[src/rtl/mau_pkg.sv]
// Shared encodings and alignment helpers for the memory access unit.
package mau_pkg;

  typedef enum logic [1:0] {
    DT_WORD     = 2'b00,
    DT_HALF     = 2'b01,
    DT_BYTE     = 2'b10,
    DT_WORD_ALT = 2'b11
  } data_type_t;

  typedef enum logic [1:0] {
    IDLE = 2'b00,
    RD   = 2'b01,
    DATA = 2'b10,
    WR   = 2'b11
  } state_t;

  function automatic logic is_word(input data_type_t dt);
    return (dt == DT_WORD) || (dt == DT_WORD_ALT);
  endfunction

  function automatic logic is_misaligned(input data_type_t dt, input logic [1:0] lo);
    logic m;
    case (dt)
      DT_HALF: m = lo[0];
      DT_BYTE: m = 1'b0;
      default: m = (lo != 2'b00);
    endcase
    return m;
  endfunction

endpackage

[src/rtl/mau_lane_align.sv]
// Combinational lane steering: zero-extended load extract and sub-word store merge.
module mau_lane_align
  import mau_pkg::*;
(
  input  logic [31:0] word,
  input  logic [31:0] wdata,
  input  logic [1:0]  addr_lo,
  input  data_type_t  data_type,
  output logic [31:0] load_data,
  output logic [31:0] store_data
);

  // Little-endian lane selection; bit offset is the byte offset times 8.
  always_comb begin
    load_data  = 32'h0000_0000;
    store_data = word;
    case (data_type)
      DT_HALF: begin
        load_data[15:0]                        = word[{addr_lo[1], 4'b0000} +: 16];
        store_data[{addr_lo[1], 4'b0000} +: 16] = wdata[15:0];
      end
      DT_BYTE: begin
        load_data[7:0]                      = word[{addr_lo, 3'b000} +: 8];
        store_data[{addr_lo, 3'b000} +: 8] = wdata[7:0];
      end
      default: begin
        load_data  = word;
        store_data = wdata;
      end
    endcase
  end

endmodule

[src/rtl/mem_access_unit.sv]
// Load/store controller for a word-wide RAM with posedge-registered read and
// negedge write; sub-word stores use read-modify-write, loads zero-extend.
module mem_access_unit
  import mau_pkg::*;
#(
  parameter int ADDR_WIDTH = 4,
  parameter int DATA_WIDTH = 32
) (
  input  logic                  clk,
  input  logic                  rst,
  input  logic                  req,
  input  logic                  wr,
  input  logic [1:0]            data_type,
  input  logic [ADDR_WIDTH+1:0] addr,
  input  logic [DATA_WIDTH-1:0] wdata,
  output logic                  busy,
  output logic                  done,
  output logic                  err,
  output logic [DATA_WIDTH-1:0] rdata,
  output logic [ADDR_WIDTH-1:0] mem_read_addr,
  output logic [ADDR_WIDTH-1:0] mem_write_addr,
  output logic                  mem_we,
  output logic [DATA_WIDTH-1:0] mem_data,
  input  logic [DATA_WIDTH-1:0] mem_q
);

  state_t                state;
  data_type_t            dt_in;
  data_type_t            dt_r;
  logic                  wr_r;
  logic [1:0]            addr_lo_r;
  logic [DATA_WIDTH-1:0] wdata_r;
  logic [DATA_WIDTH-1:0] load_data;
  logic [DATA_WIDTH-1:0] store_data;

  assign dt_in = data_type_t'(data_type);

  mau_lane_align u_align (
    .word       (mem_q),
    .wdata      (wdata_r),
    .addr_lo    (addr_lo_r),
    .data_type  (dt_r),
    .load_data  (load_data),
    .store_data (store_data)
  );

  // mem_we is set only on entry to WR and cleared on exit, so reset kills it at once.
  always_ff @(posedge clk or posedge rst) begin
    if (rst) begin
      state          <= IDLE;
      busy           <= 1'b0;
      done           <= 1'b0;
      err            <= 1'b0;
      mem_we         <= 1'b0;
      rdata          <= '0;
      mem_data       <= '0;
      mem_read_addr  <= '0;
      mem_write_addr <= '0;
      wr_r           <= 1'b0;
      dt_r           <= DT_WORD;
      addr_lo_r      <= 2'b00;
      wdata_r        <= '0;
    end else begin
      done <= 1'b0;
      err  <= 1'b0;
      case (state)
        IDLE: begin
          if (req) begin
            if (is_misaligned(dt_in, addr[1:0])) begin
              done <= 1'b1;
              err  <= 1'b1;
            end else begin
              wr_r           <= wr;
              dt_r           <= dt_in;
              addr_lo_r      <= addr[1:0];
              wdata_r        <= wdata;
              mem_read_addr  <= addr[ADDR_WIDTH+1:2];
              mem_write_addr <= addr[ADDR_WIDTH+1:2];
              busy           <= 1'b1;
              if (wr && is_word(dt_in)) begin
                state    <= WR;
                mem_we   <= 1'b1;
                mem_data <= wdata;
              end else begin
                state <= RD;
              end
            end
          end
        end
        RD: begin
          state <= DATA;
        end
        DATA: begin
          if (wr_r) begin
            mem_data <= store_data;
            mem_we   <= 1'b1;
            state    <= WR;
          end else begin
            rdata <= load_data;
            done  <= 1'b1;
            busy  <= 1'b0;
            state <= IDLE;
          end
        end
        WR: begin
          mem_we <= 1'b0;
          done   <= 1'b1;
          busy   <= 1'b0;
          state  <= IDLE;
        end
        default: begin
          mem_we <= 1'b0;
          busy   <= 1'b0;
          state  <= IDLE;
        end
      endcase
    end
  end

endmodule

[config.mk]
export PLATFORM = sky130hd
export DESIGN_NAME = mem_access_unit
export DESIGN_NICKNAME = d
export VERILOG_FILES = /design/src/rtl/mau_pkg.sv /design/src/rtl/mau_lane_align.sv /design/src/rtl/mem_access_unit.sv
export SDC_FILE = /design/constraint.sdc
export NUM_CORES = 1
export LEC_CHECK = 0
export ABC_AREA = 1
export CAP_MARGIN = 30
export CELL_PAD_IN_SITES_DETAIL_PLACEMENT = 0
export CELL_PAD_IN_SITES_GLOBAL_PLACEMENT = 2
export CORE_UTILIZATION = 29
export DETAILED_ROUTE_END_ITERATION = 8
export PLACE_DENSITY = 0.86
export SLEW_MARGIN = 40
export SYNTH_ARGS = -nofsm -noshare
export SYNTH_HDL_FRONTEND = slang
export SYNTH_SLANG_ARGS = --single-unit
[constraint.sdc]
create_clock -name clk -period 6.6 [get_ports clk]
set_input_delay 0.66 -clock clk [delete_from_list [all_inputs] [get_ports clk]]
set_output_delay 0.66 -clock clk [all_outputs]
set_load 0.03 [all_outputs]
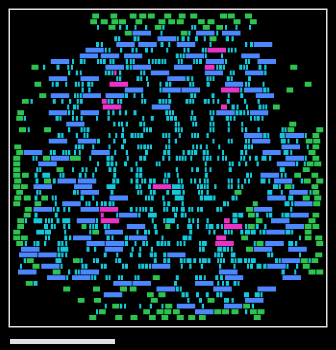
Figure 1: run 1, placed cells, one color a class.
The bar under the picture is 50 um long.
Key: blue = sequential cells [cells 111]; magenta = clock drivers and dummy loads [cells 16]; cyan = combinational and other logic [cells 780]; green = remaining buffers and delay cells [cells 156]
Core Util, Final: 38.5%
Seq/total area: 33.1%
row count: 54
core footprint: 21800 um^2
Finished Cell Area: 8400 um^2

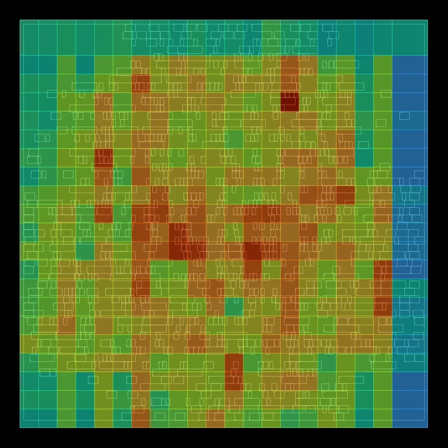
Figure 2: run 1, congestion heat map.
per-cell routed wire length: 16.4 um
GRT busiest layer: met2
M1 GR Usage: 29.0%
M3 GR Usage: 2.62%
global-route usage over all layers: 19.9%

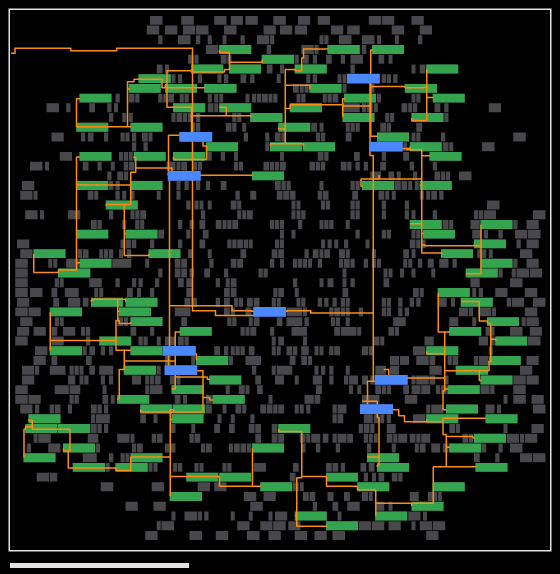
Figure 3: run 1, clock network drawn from the DEF.
The bar under the picture is 50 um long.
Key: orange = clock wires [length 1560 um]; blue = clock drivers [count 9]; green = flip-flops [count 111]
There are 10 routed clock nets. Position of the flops: spread over the die.
Clock Latency Late Sink: 0.36 ns
P_clk: 539 uW
worst-case clock skew: 0.0122 ns
clock group share of total power: 11.7%

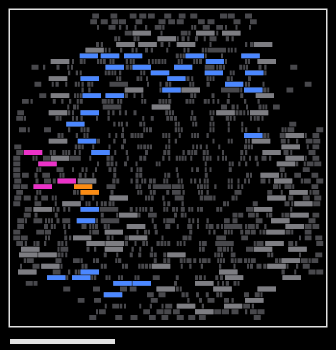
Figure 4: run 1, sequential cells colored by netlist name.
The bar under the picture is 50 um long. Other sequential cells in the stronger gray, the rest of the logic in the fainter gray.
Key: blue = mem_data [flops 32]; magenta = mem_write_addr [flops 4, where middle left]; orange = addr_lo_r [flops 2]
Another 73 sequential cells are not colored.
Reg area: 2780 um^2
Flop+latch power: 1270 uW

==> results.cfg, run 1 <==
; implementation run metrics
[timing]
period_minus_slack_ns = 2.85
period_used_pct = 43.2
final_max_slew_viol_count = 0
slew_headroom_pct = 50.5
setup_tns_ns = 0

[route]
top_layer = met4
wl_met3_um = 1160
vias = 6363
postRouteAntennaNets = 0

[synthesis]
ys_seq_share_pct = 43.1
top_cell_area_share_pct = 43.1
syn_nets = 1028
edf_count = 0
most_common_cell = nand2_1
synth_area_um2 = 6450
avgSynthCellArea_um2 = 6.83
synth_xor_xnor_area_share_pct = 0
ys_sh_adder_pct = 1.55
top_cells_by_count = nand2_1, nor2_1, dfrtp_1

[cells_and_area]
nNonClkInverters = 87
area_delta_synth_final_pct = 30.2
final_layout_size_suffix_gt1_share_pct = 3.10
final.fill_count = 2357
layout_top_cells = nand2_1, nor2_1, clkdlybuf4s50_1

[worst_setup_path]
crit_end = mem_data[0]
crit_family = buffers and inverters
r2r_slack_ns = 3.75
max_stage_delay_ns = 0.55
cp_data_required_time_ns = 6.85
cp-start-kind = flip-flop
crit_top_cell = nand2_1
critPathLaunch = dt_r[1]
r2r-end = mem_data[0]

[flow_run]
warning_count = 31

[placement]
globalplace.congestion = 0.853
dp_hpwl_um = 15800
place_ws_ns = 3.36
placed_area_um2 = 8110

[run_status]
status = finished, final reports clean

[clock_network]
cts_buffer_depth = 2
post-cts-setup-buffers = 0
cts_hold_buf = 0
htree_levels = 3

[power]
p_int_uw = 2230
p_comb_uw = 2790
leakage_uw = 0.00387
power_uw = 4600
top_power_group = combinational logic

[global_route]
grt_start_max_net_pins = 79

[worst_hold_path]
worstHoldPathType = flip-flop to flip-flop
hold_depth = 2

[floorplan]
initCoreUtil_pct = 29.6
nWellTaps = 280
die_area_um2 = 22800
die_x_um = 151
==> inputs of run 2 (changes only) <==
Settings changed: CORE_UTILIZATION 29 to 25, PLACE_DENSITY 0.86 to 0.79.
Clock period 6.6 ns to 2.5 ns, I/O delays scaled along.
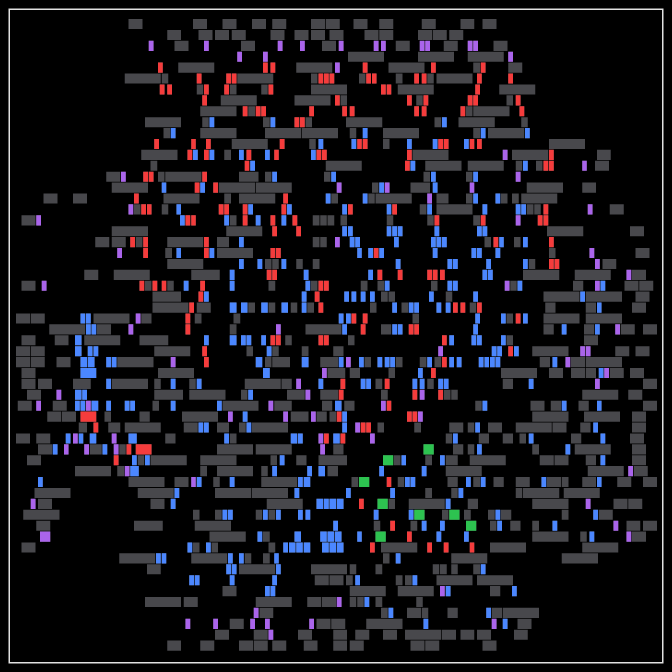
Figure 5: run 2, gate-type map.
Key: red = nor cells [cells 170, most used nor2_1]; green = non-inverting ao/oa cells [cells 8, most used o21a_1, where bottom center]; purple = inv cells [cells 87, most used inv_1, where spread over the die]; blue = nand cells [cells 308, most used nand2_1]
final non-filler cell total: 1407
most used logic cell in the final layout: nand2_1
fraction of area in multi-input gates: 35.8%

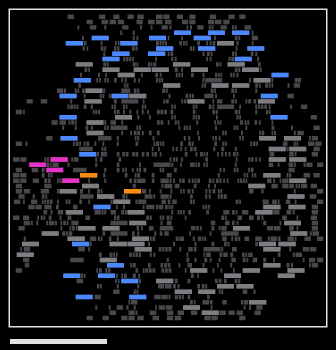
Figure 6: run 2, sequential cells colored by netlist name.
The bar under the picture is 50 um long. Other sequential cells in the stronger gray, the rest of the logic in the fainter gray.
Key: blue = mem_data [flops 32]; magenta = mem_write_addr [flops 4, where middle left]; orange = addr_lo_r [flops 2]
Seq/total area: 32.2%
Core Util, Final: 34.2%
Flop+latch power: 3310 uW

==> run 2 against run 1 <==
Critical path depth increased by 1. Die area increased by 16%. Sequential power increased to 2.6 times the previous value. Setup slack got worse by 3.4 ns. Cell count increased by 4.8%. Non-clock buffer count increased by 14.
==> results.cfg, run 2 <==
; implementation run metrics
[placement]
dp_hpwl_um = 16900
dp_cells = 1391
place_ws_ns = 0.230
globalplace.congestion = 0.847
placed_area_um2 = 8340

[global_route]
grt_use_total_pct = 17.7
grt-busiest-layer = met2
use_met2_pct = 27.7
gr-usage-met3_pct = 3.00
met1_usage_pct = 25.1
grt_start_max_net_pins = 58

[floorplan]
die_x_um = 163
die_area_um2 = 26400
initCoreUtil_pct = 25.5
nWellTaps = 330
num_rows = 58
die_height_um = 163
core_area_um2 = 25300

[cells_and_area]
final_layout_size_suffix_gt1_share_pct = 4.27
final.fill_count = 2773
fin_area_um2 = 8630
area_delta_synth_final_pct = 33.8
clk_share_pct = 3.39
seq_area_um2 = 2780
nNonClkInverters = 87
layout_top_cells = nand2_1, nor2_1, clkdlybuf4s50_1

[synthesis]
synth_area_um2 = 6450
edf_count = 0
top_cells_by_count = nand2_1, nor2_1, dfrtp_1
ys_top_logic_family = simple AND/OR/NAND/NOR gates
flop_cell = dfrtp_1
ys_sh_aoi_pct = 17.4
ys_seq_share_pct = 43.1
most_common_cell = nand2_1
ys_sh_adder_pct = 1.55
top_cell_area_share_pct = 43.1
avgSynthCellArea_um2 = 6.83
synth_xor_xnor_area_share_pct = 0
syn_nets = 1028

[worst_setup_path]
crit_end = mem_data[1]
crit_buf_inv = 2
crit_family = simple AND/OR/NAND/NOR gates
path_class = flip-flop to flip-flop
cp_data_required_time_ns = 2.80
max_stage_delay_ns = 0.45
r2r-end = mem_data[1]
critPathLaunch = addr_lo_r[1]
cp-start-kind = flip-flop
path_cells = inv_1 -> ha_1 -> clkinv_1 -> nor2_1 -> nand3_1 -> nand3_1 -> nand2_1 -> nand3_1 -> nand2_1 -> nand2_1
r2r_slack_ns = 0.38

[timing]
tightestPinTransition_ns = 0.632
period_minus_slack_ns = 2.12
final_max_slew_viol_count = 0
setup_tns_ns = 0
setup_slack_ns = 0.381
period_used_pct = 84.8
slew_headroom_pct = 57.7
skew_ns = 0.0115

[clock_network]
htree_levels = 3
cts_tree = built
cts_buffer_depth = 2
clk_latency_ns = 0.36
cts_hold_buf = 0
post-cts-setup-buffers = 0

[power]
pwr.group.clock_uw = 1460
power_uw = 12400
top_power_group = combinational logic
p_int_uw = 6130
p_comb_uw = 7680
leakage_uw = 0.00397
pwr-share-clk_pct = 11.7
p_sw_share_pct = 50.8
power_frac_seq_pct = 26.6

[route]
totalWireLength_um = 23000
wl_met1_um = 11000
postRouteAntennaNets = 0
vias = 6390
wl_met3_um = 1300
wl_per_cell_um = 16.3
top_layer = met4

[flow_run]
warning_count = 31

[run_status]
status = finished, final reports clean

[worst_hold_path]
worstHoldPathType = input pin to asynchronous set/reset pin
==> inputs of run 3 (changes only) <==
Settings changed: CORE_UTILIZATION 25 to 27, PLACE_DENSITY 0.79 to 0.81.
Clock period 2.5 ns to 2.2 ns, I/O delays scaled along.
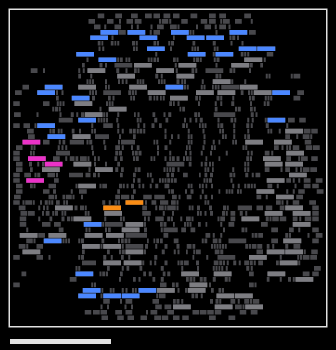
Figure 7: run 3, sequential cells colored by netlist name.
The bar under the picture is 50 um long. Other sequential cells in the stronger gray, the rest of the logic in the fainter gray.
Flop+latch power: 3740 uW
Core Util, Final: 37.3%
Seq/total area: 31.7%

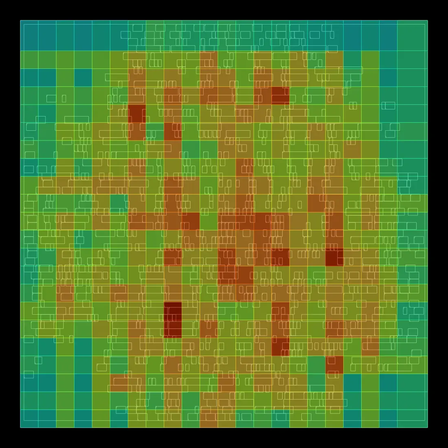
Figure 8: run 3, congestion heat map.
per-cell routed wire length: 16.0 um
global-route usage over all layers: 19.2%

==> run 3 against run 2 <==
Non-clock buffer count grew 10. Sequential power is 13% higher. Largest cell class unchanged. Largest power group unchanged. Synthesized cell count did not move.
==> results.cfg, run 3 <==
; implementation run metrics
[floorplan]
initCoreUtil_pct = 27.5
die_height_um = 157

[synthesis]
synth_area_um2 = 6450
syn_nets = 1028
most_common_cell = nand2_1
top_cell_area_share_pct = 43.1
synth_xor_xnor_area_share_pct = 0
ys_sh_adder_pct = 1.55
edf_count = 0
ys_top_logic_family = simple AND/OR/NAND/NOR gates

[power]
p_sw_share_pct = 49.4
p_comb_uw = 8900
pwr.group.clock_uw = 1800
pwr-share-clk_pct = 12.4
power_uw = 14400
power_frac_seq_pct = 25.9
top_power_group = combinational logic
leakage_uw = 0.00403

[flow_run]
warning_count = 31

[worst_setup_path]
critPathLaunch = addr_lo_r[1]
crit_buf_inv = 3
cp-start-kind = flip-flop
crit_family = buffers and inverters
crit_top_cell = nand2_1
path_cells = inv_1 -> buf_4 -> ha_1 -> nand2_1 -> nor2_1 -> buf_4 -> nand2_1 -> nand2_1 -> nand2_1 -> nand2_1 -> nand2_1 -> a21oi_1
crit_end = mem_data[12]
r2r-end = mem_data[12]
max_stage_delay_ns = 0.44
path_class = flip-flop to flip-flop
cp_data_required_time_ns = 2.49
r2r_slack_ns = 0.24

[cells_and_area]
area_delta_synth_final_pct = 35.7
layout_top_cells = nand2_1, nor2_1, clkdlybuf4s50_1
stdcell_count = 1404
final.fill_count = 2536
sh_comb_area_pct = 35.3
final_layout_size_suffix_gt1_share_pct = 5.07

[run_status]
status = finished, final reports clean

[timing]
setup_slack_ns = 0.242
period_minus_slack_ns = 1.96

[route]
top_layer = met4
totalWireLength_um = 22500
wl_met3_um = 1070
wl_met1_um = 11100
postRouteAntennaNets = 0

[clock_network]
clk_latency_ns = 0.36
cts_tree = built
cts_hold_buf = 0

[placement]
globalplace.congestion = 0.843
No activity file was given, so power comes from the tool's default toggle rates.
